$ cat config.mk
export PLATFORM = sky130hd
export DESIGN_NAME = matrix_result_tx
export DESIGN_NICKNAME = d
export VERILOG_FILES = /design/src/rtl/matrix_result_tx.sv
export SDC_FILE = /design/constraint.sdc
export NUM_CORES = 1
export LEC_CHECK = 0
export ABC_AREA = 1
export CAP_MARGIN = 0
export CORE_AREA = 2 2 321 323
export CTS_BUF_LIST = sky130_fd_sc_hd__clkbuf_2
export DETAILED_ROUTE_END_ITERATION = 6
export DIE_AREA = 0 0 323 325
export PLACE_DENSITY_LB_ADDON = 0.12
export SETUP_SLACK_MARGIN = 0.3
export SLEW_MARGIN = 20
export SYNTH_ARGS = -nofsm -noshare
export SYNTH_HDL_FRONTEND = slang
export SYNTH_SLANG_ARGS = --single-unit
$ cat constraint.sdc
create_clock -name clk -period 26.2 [get_ports clk]
set_input_delay 5.24 -clock clk [delete_from_list [all_inputs] [get_ports clk]]
set_output_delay 5.24 -clock clk [all_outputs]
set_load 0.03 [all_outputs]
$ cat src/rtl/matrix_result_tx.sv
// Serializes a latched matrix into signed decimal ASCII, one row per line,
// over a valid/ready byte handshake toward the UART transmitter.
module matrix_result_tx #(
  parameter int ELEM_W  = 16,
  parameter int MAX_DIM = 5
) (
  input  logic                              clk,
  input  logic                              rst_n,
  input  logic                              start,
  input  logic [3:0]                        mat_m,
  input  logic [3:0]                        mat_n,
  input  logic [ELEM_W*MAX_DIM*MAX_DIM-1:0] mat_flat,
  output logic [7:0]                        tx_data,
  output logic                              tx_valid,
  input  logic                              tx_ready,
  output logic                              busy,
  output logic                              done,
  output logic                              error
);

  localparam int NEL = MAX_DIM * MAX_DIM;
  localparam int EIW = $clog2(NEL);

  typedef enum logic [3:0] {IDLE, ERR, LOAD, SIGN, DIGIT, SEP, CR, LF, FIN} state_t;

  state_t                     state, nxt;
  logic [3:0]                 m_q, n_q, row, col;
  logic [EIW-1:0]             eidx;
  logic [ELEM_W*NEL-1:0]      mat_q;
  logic [ELEM_W-1:0]          mag, elem;
  logic                       neg, started;
  logic [2:0]                 pidx;
  logic [16:0]                pow, mag17;
  logic [3:0]                 dcnt;
  logic                       show, bad, can, last_col, last_row, emit;
  logic [7:0]                 ebyte;

  assign elem     = mat_q[int'(eidx)*ELEM_W +: ELEM_W];
  assign mag17    = 17'(mag);
  assign bad      = (mat_m == 4'd0) || (mat_m > 4'(MAX_DIM)) ||
                    (mat_n == 4'd0) || (mat_n > 4'(MAX_DIM));
  // Output register can take a new byte when empty or draining this edge.
  assign can      = !tx_valid || tx_ready;
  assign last_col = (col == n_q - 4'd1);
  assign last_row = (row == m_q - 4'd1);

  always_comb begin
    case (pidx)
      3'd0:    pow = 17'd10000;
      3'd1:    pow = 17'd1000;
      3'd2:    pow = 17'd100;
      3'd3:    pow = 17'd10;
      default: pow = 17'd1;
    endcase
  end

  // Whole digit resolved in one cycle against all multiples of the power,
  // which keeps a frame within its cycle bound for any digit values.
  always_comb begin
    dcnt = '0;
    for (int k = 1; k <= 9; k++)
      if (mag17 >= 17'(k) * pow) dcnt = 4'(k);
  end

  assign show = (dcnt != 4'd0) || started || (pidx == 3'd4);

  always_ff @(posedge clk or negedge rst_n)
    if (!rst_n) state <= IDLE;
    else        state <= nxt;

  always_comb begin
    nxt   = state;
    emit  = 1'b0;
    ebyte = 8'h00;
    case (state)
      IDLE:  if (start) nxt = bad ? ERR : LOAD;
      ERR:   nxt = IDLE;
      LOAD:  nxt = elem[ELEM_W-1] ? SIGN : DIGIT;
      SIGN:  begin emit = 1'b1; ebyte = 8'h2D; if (can) nxt = DIGIT; end
      DIGIT: begin
        emit  = show;
        ebyte = 8'h30 + {4'd0, dcnt};
        if ((!show || can) && pidx == 3'd4) nxt = last_col ? CR : SEP;
      end
      SEP:   begin emit = 1'b1; ebyte = 8'h20; if (can) nxt = LOAD; end
      CR:    begin emit = 1'b1; ebyte = 8'h0D; if (can) nxt = LF; end
      LF:    begin emit = 1'b1; ebyte = 8'h0A; if (can) nxt = last_row ? FIN : LOAD; end
      FIN:   if (!tx_valid) nxt = IDLE;
      default: nxt = IDLE;
    endcase
  end

  // FIN holds until the final LF has left, so done marks true end of frame.
  always_comb begin
    done  = (state == ERR) || (state == FIN && !tx_valid);
    error = (state == ERR);
    busy  = !(state == IDLE || state == ERR || (state == FIN && !tx_valid));
  end

  always_ff @(posedge clk or negedge rst_n) begin
    if (!rst_n) begin
      tx_data  <= '0;
      tx_valid <= 1'b0;
      m_q      <= '0;
      n_q      <= '0;
      mat_q    <= '0;
      row      <= '0;
      col      <= '0;
      eidx     <= '0;
      mag      <= '0;
      neg      <= 1'b0;
      started  <= 1'b0;
      pidx     <= '0;
    end else begin
      if (emit && can) begin
        tx_data  <= ebyte;
        tx_valid <= 1'b1;
      end else if (tx_ready) begin
        tx_valid <= 1'b0;
      end
      case (state)
        IDLE: if (start && !bad) begin
          m_q   <= mat_m;
          n_q   <= mat_n;
          mat_q <= mat_flat;
          row   <= '0;
          col   <= '0;
          eidx  <= '0;
        end
        LOAD: begin
          neg     <= elem[ELEM_W-1];
          mag     <= elem[ELEM_W-1] ? (~elem) + ELEM_W'(1) : elem;
          pidx    <= '0;
          started <= 1'b0;
        end
        DIGIT: if (!show || can) begin
          mag     <= ELEM_W'(mag17 - 17'(dcnt) * pow);
          started <= started | show;
          pidx    <= pidx + 3'd1;
        end
        SEP: if (can) begin
          col  <= col + 4'd1;
          eidx <= eidx + EIW'(1);
        end
        LF: if (can) begin
          col  <= '0;
          row  <= row + 4'd1;
          eidx <= eidx + EIW'(1);
        end
        default: ;
      endcase
    end
  end

endmodule

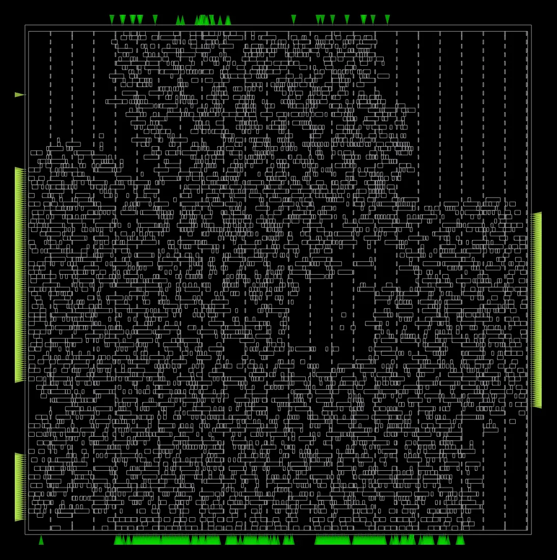
**Above:** run 1 (placement view).
tap cells: 1368
core outline area: 101000 um2

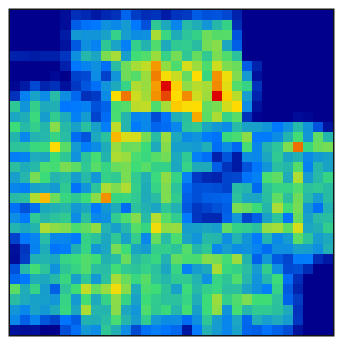
**Above:** run 1 (signal metal coverage by tile).
Drawn at 1 px/um. 32 x 32 tiles, from dark blue (low) to red (high), scaled to the fullest tile. Values are wire area over tile area, all layers added.
21% of the tiles are over half the peak. The fullest tile reaches 0.50. The emptiest ninth of the die: upper right. 14% of the tiles are nearly empty. The densest ninth of the die: top center. The mean over all tiles is 0.17.
routed len/inst: 19.7 um
total global-route track usage: 21.2%

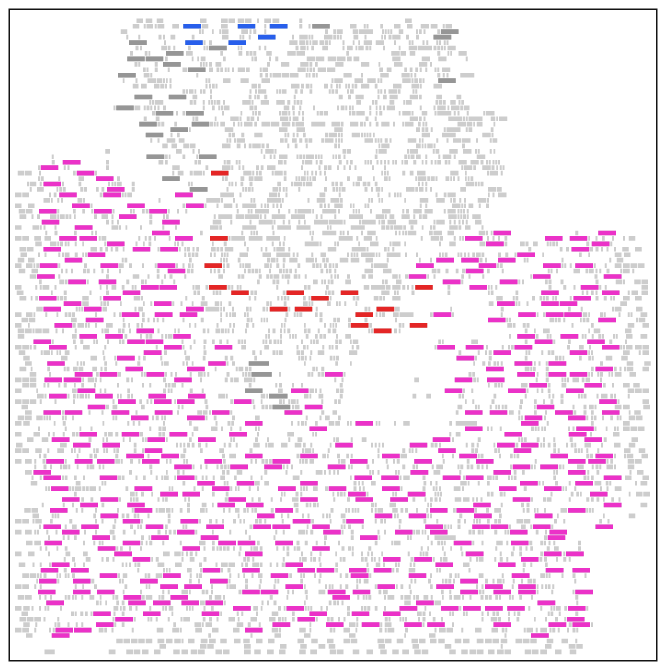
**Above:** run 1 (sequential cells grouped by signal name).
Drawn at 2 px/um. Other sequential cells in the stronger gray, the rest of the logic in the fainter gray.
Key: mag = red [flops 16, where center]; tx_data = blue [flops 6]; mat_q = magenta [flops 400]
Another 30 sequential cells are not colored.
Seq area share: 32.7%
P_seq: 1.19 mW
fin util: 34.2%
Register Area: 11300 um2

==> run 1: per-layer routing <==
layer / GRT usage [%] / wire length, um
met5: 0 / 69
met4: 5.59 / 2280
met2: 31.5 / 48000
met1: 31.4 / 55100
met3: 3.97 / 6310
==> run 1: stage by stage <==
| stage | instance area (um2) | hold WS, ns |
|---|---|---|
| 6_report | 34700 | 0.476 |
| 5_1_grt | 34700 | 0.495 |
| 4_1_cts | 34600 | 0.482 |
| 3_5_place_dp | 33500 | 0.460 |
| 3_3_place_gp | 33500 | 0.456 |
| 2_1_floorplan | 28300 | 0.444 |
==> run 1: cells by family (layout without fill, tap and decap cells) <==
| logic type | after synthesis | count (layout) | share of synthesized area [%] |
|---|---|---|---|
| AND-OR/OR-AND | 673 | 673 | 13.2 |
| other | 2 | 14 | 0.0266 |
| buffers and inverters | 583 | 1076 | 9.00 |
| adder cells (fa/ha/maj) | 211 | 211 | 10.4 |
| flip-flops | 452 | 452 | 40.0 |
| XOR/XNOR | 46 | 46 | 1.42 |
| AND/OR/NAND/NOR | 1823 | 1823 | 26.0 |
==> run 1: area by class of cell <==
cell class | count | area (um2) | area share, %
antenna | 9 | 22.5 | 0.0650
clock buffer | 200 | 1000 | 2.89
clock inverter | 23 | 178 | 0.513
inverter | 401 | 1520 | 4.38
multi-input combinational | 2758 | 14400 | 41.7
sequential | 452 | 11300 | 32.7
tap | 1368 | 1710 | 4.94
timing repair buffer | 452 | 4460 | 12.9
==> run 1: worst register-to-register path, delay by kind of cell (launching register included) <==
family	cells	cell delay (ns)
flops	1	0.54
simple gates	14	1.90
compound gates	13	2.57
buf+inv	9	1.41
fa+ha+maj	9	3.94
xor+xnor	1	0.17
==> run 1: sequential cells by signal, indices dropped and copies added, names as in the netlist <==
register and cells:
n_q 4, tx_data 6, eidx 5, tx_valid 1
state 4, m_q 4, mat_q 400, mag 16
col 4, row 4, pidx 3, started 1
==> run 1: power by group through the flow <==
stage	registers (mW)	clock network (mW)	logic (mW)
global route	1.22	0.627	4.23
finish	1.19	0.562	3.71
CTS	1.19	0.595	3.70
detailed placement	1.20	0	3.68
floorplan	1.12	0	2.67
global placement	1.20	0	3.70
==> run 1: synth_stat cells (all sizes together) (5+ instances only) <==
cell	count	area, um2
o22ai	5	31.3
clkbuf	57	214
o21ai	361	1810
nand3b	7	52.6
nor3	26	135
o211ai	93	698
nand3	171	866
nand4	28	175
nand2	1350	5110
o21bai	5	37.5
inv	399	1500
xor2	31	272
xnor2	15	131
a21oi	172	865
buf	125	822
a21o	8	60.1
dfrtp	452	11300
o221ai	6	52.6
nor3b	5	37.5
ha	171	2140
fa	40	801
nor2	228	912
==> run 1: path summary, 6_finish.rpt <==
check	endpoint	slack [ns]	cells after the start	from
worst max register to register	mag[11]	15.55	46	pidx[2]
worst min-delay path	mat_q[71]	0.48	2	mat_q[71]
max in group asynchronous	col[3]	19.96	3	rst_n
worst max-delay path	mag[11]	15.55	46	pidx[2]
min in group asynchronous	mat_q[81]	3.88	1	rst_n
worst min register to register	mat_q[71]	0.48	2	mat_q[71]
==> notes.md, run 1 <==
run results: status=finished, final reports clean, DP HPWL=81200 um, FP Rows=between 100 and 150, post-route setup TNS=0 ns, Pwr Total=between 5 and 6 mW, peak supply drop=0.223 mV, Crit path max-delay family=adder cells, largest net degree at the start of global routing=201, Commonest flop=dfrtp_1, Post-Syn Area=28300 um2, Vias/cell=4.65, I/O pin cnt=424, sw power=just under 3 mW, DRT Pass-1 Iters=6, Top Layout Cells=1338 x nand2_1, 449 x dfrtp_1, 420 x clkdlybuf4s50_1, clk_skew=0.0959 ns, Total Wirelength=112000 um, most numerous logic cell after layout=nand2_1, Worst setup EP type=flop, CP Data Arrival Time=approximately 12 ns, CTS max path bufs=3, Slew Viols, Final=0, Flop pwr share=between 20% and 30%, clk slew on worst S/H paths=0.09 ns, Worst-Margin Slew=around 1.1 ns, Die H=between 300 and 400 um, clock group share of total power=10.3%, ys async rst share=100%, Req. time, crit path=approximately 27 ns, grt ovf=0, worst hold path class=flop to flop, Mapped Cells=3790, fp util=27.9%, RSZ-0062 raised after global routing=false, Vias=26300, setup violators final=0, Internal=roughly 2.5 mW, EDFF count, synth=0, max_slew headroom=between 20% and 30%, Critical Path Source Type=flop, fin cells=5663, final setup margin=roughly 16 ns, synthesized area per cell=7.46 um2, Period minus WS final=between 10 and 15 ns, layout cells sized above 1=between 6 and 7%, post-cts sizing count=0, Die W=between 300 and 400 um, # DRC=0, antenna viol nets, final=0, initial antenna violation count=14
**Run 1: routed metal, one color a layer**

Drawn at 1 px/um. Only two layers are drawn.
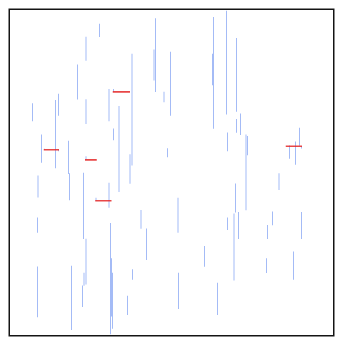

--- run 2 (diff from run 1) ---
clock period = 9.73 ns   (was 26.2 ns; I/O delays follow)
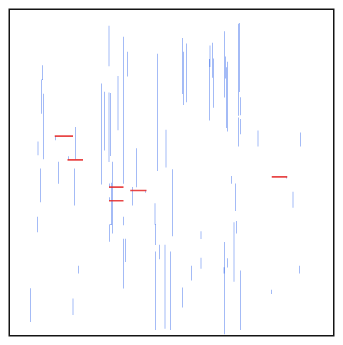
**Above:** run 2 (routed metal, one color a layer).
Drawn at 1 px/um. Only two layers are drawn.
Key: M5 = red [wire length 84.6 um]; M4 = blue [wire length 2840 um]

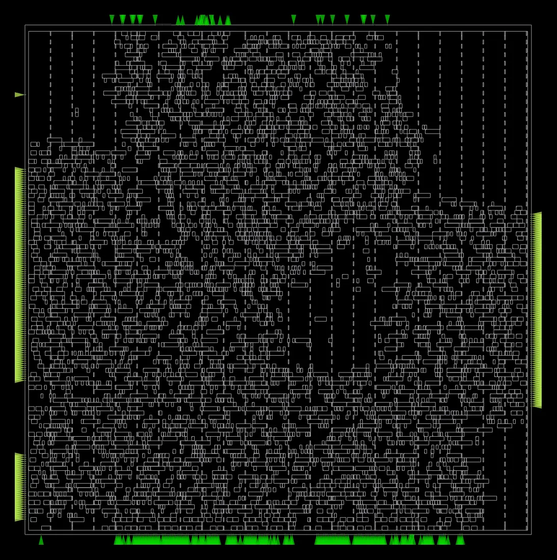
**Above:** run 2 (placement view).
fill count: 11200
FP Rows: 117
fin cells: 5724

==> notes.md, run 2 <==
run results: Period minus WS final=8.72 ns (-1.93 ns), ys async rst share=100% (unchanged), routed len/inst=19.5 um (-1.3%), total global-route track usage=21.2% (-0.069 points), Die H=325 um (unchanged), I/O pin cnt=424 (unchanged), Mapped Cells=3790 (unchanged), core outline area=101000 um2 (unchanged), Finished Cell Area=35200 um2 (+1.6%), DP HPWL=80500 um (-0.85%), Req. time, crit path=10.97 ns (-16.43 ns), Critical Path Stages=49 (+6.5%), area leader, netlist=dfrtp_1, fp util=27.9% (unchanged), max_slew headroom=33.5% (+6.3 points), Synth top area share=40.0% (unchanged), Commonest flop=dfrtp_1, top flop regs=mat_q (400), mag (16), tx_data (6), Top Layout Cells=1338 x nand2_1, 448 x dfrtp_1, 420 x clkdlybuf4s50_1, Vias=26400 (+0.29%), setup violators final=0 (unchanged), hold slack=0.475 ns (-0.000882 ns), worst hold path class=flop to flop, reg2reg start=pidx[0], post-route setup TNS=0 ns (unchanged), antenna viol nets, final=0 (unchanged), Critical Path Source Type=flop, Synth top cell by count=nand2_1, status=finished, final reports clean, RSZ-0062 raised after global routing=false, worst reg-to-reg setup slack=1.01 ns (-14.54 ns), Hold EP=mat_q[27]
## run 2: cell counts after synthesis
Identical to the previous run, type by type.
## run 2: logic make-up after synthesis
kind of cell	after synthesis	synth area share [%]
AND/OR/NAND/NOR	1823	26.0
flip-flops	452	40.0
other	2	0.0266
XOR/XNOR	46	1.42
buffers and inverters	583	9.00
AND-OR/OR-AND	673	13.2
adder cells (fa/ha/maj)	211	10.4
## run 2: tightest hold or removal path, stage by stage, from the launching register on
cell     delay (ns)
dfrtp_1        0.34
nand2_1        0.05
nand2_1        0.05
## run 2: worst max path at each step
stage / end / startpoint
2_1_floorplan: mag[14] / pidx[2]
3_3_place_gp: mag[11] / pidx[0]
3_5_place_dp: mag[11] / pidx[0]
4_1_cts: mag[11] / pidx[1]
5_1_grt: mag[14] / pidx[0]
6_report: mag[11] / pidx[0]
## run 2: layout make-up
class,instances,area [um2]
well taps,1368,1710
diodes,11,27.5
clock inverters,32,258
inverters,401,1520
flip-flops and latches,452,11300
multi-input cells,2758,14500
repair buffers,501,4890
fillers,11200,66100
clock buffers,201,1010
## run 2: metal layers
layer,routed length [um],vias to the layer above,track usage [%]
met3,6570,165,4.63
met5,84,-,0
met2,48300,736,31.7
met1,53800,12300,30.1
li1,-,13200,-
met4,2840,12,6.78
## run 2: where the power goes
part | total (mW) | switching, mW | internal [mW]
Sequential | 3.25 | 0.595 | 2.65
Clock | 1.59 | 0.926 | 0.660
Combinational | 11.1 | 6.74 | 4.35
Total | 15.9 | 8.26 | 7.66
## run 2: what timing repair did
item,in CTS,in global routing
buffers inserted,0,3
resized,0,9
setup endpoints to repair,0,10
hold endpoints to repair,0,0
Power figures rest on the tool's default switching activity, not on a simulated workload.
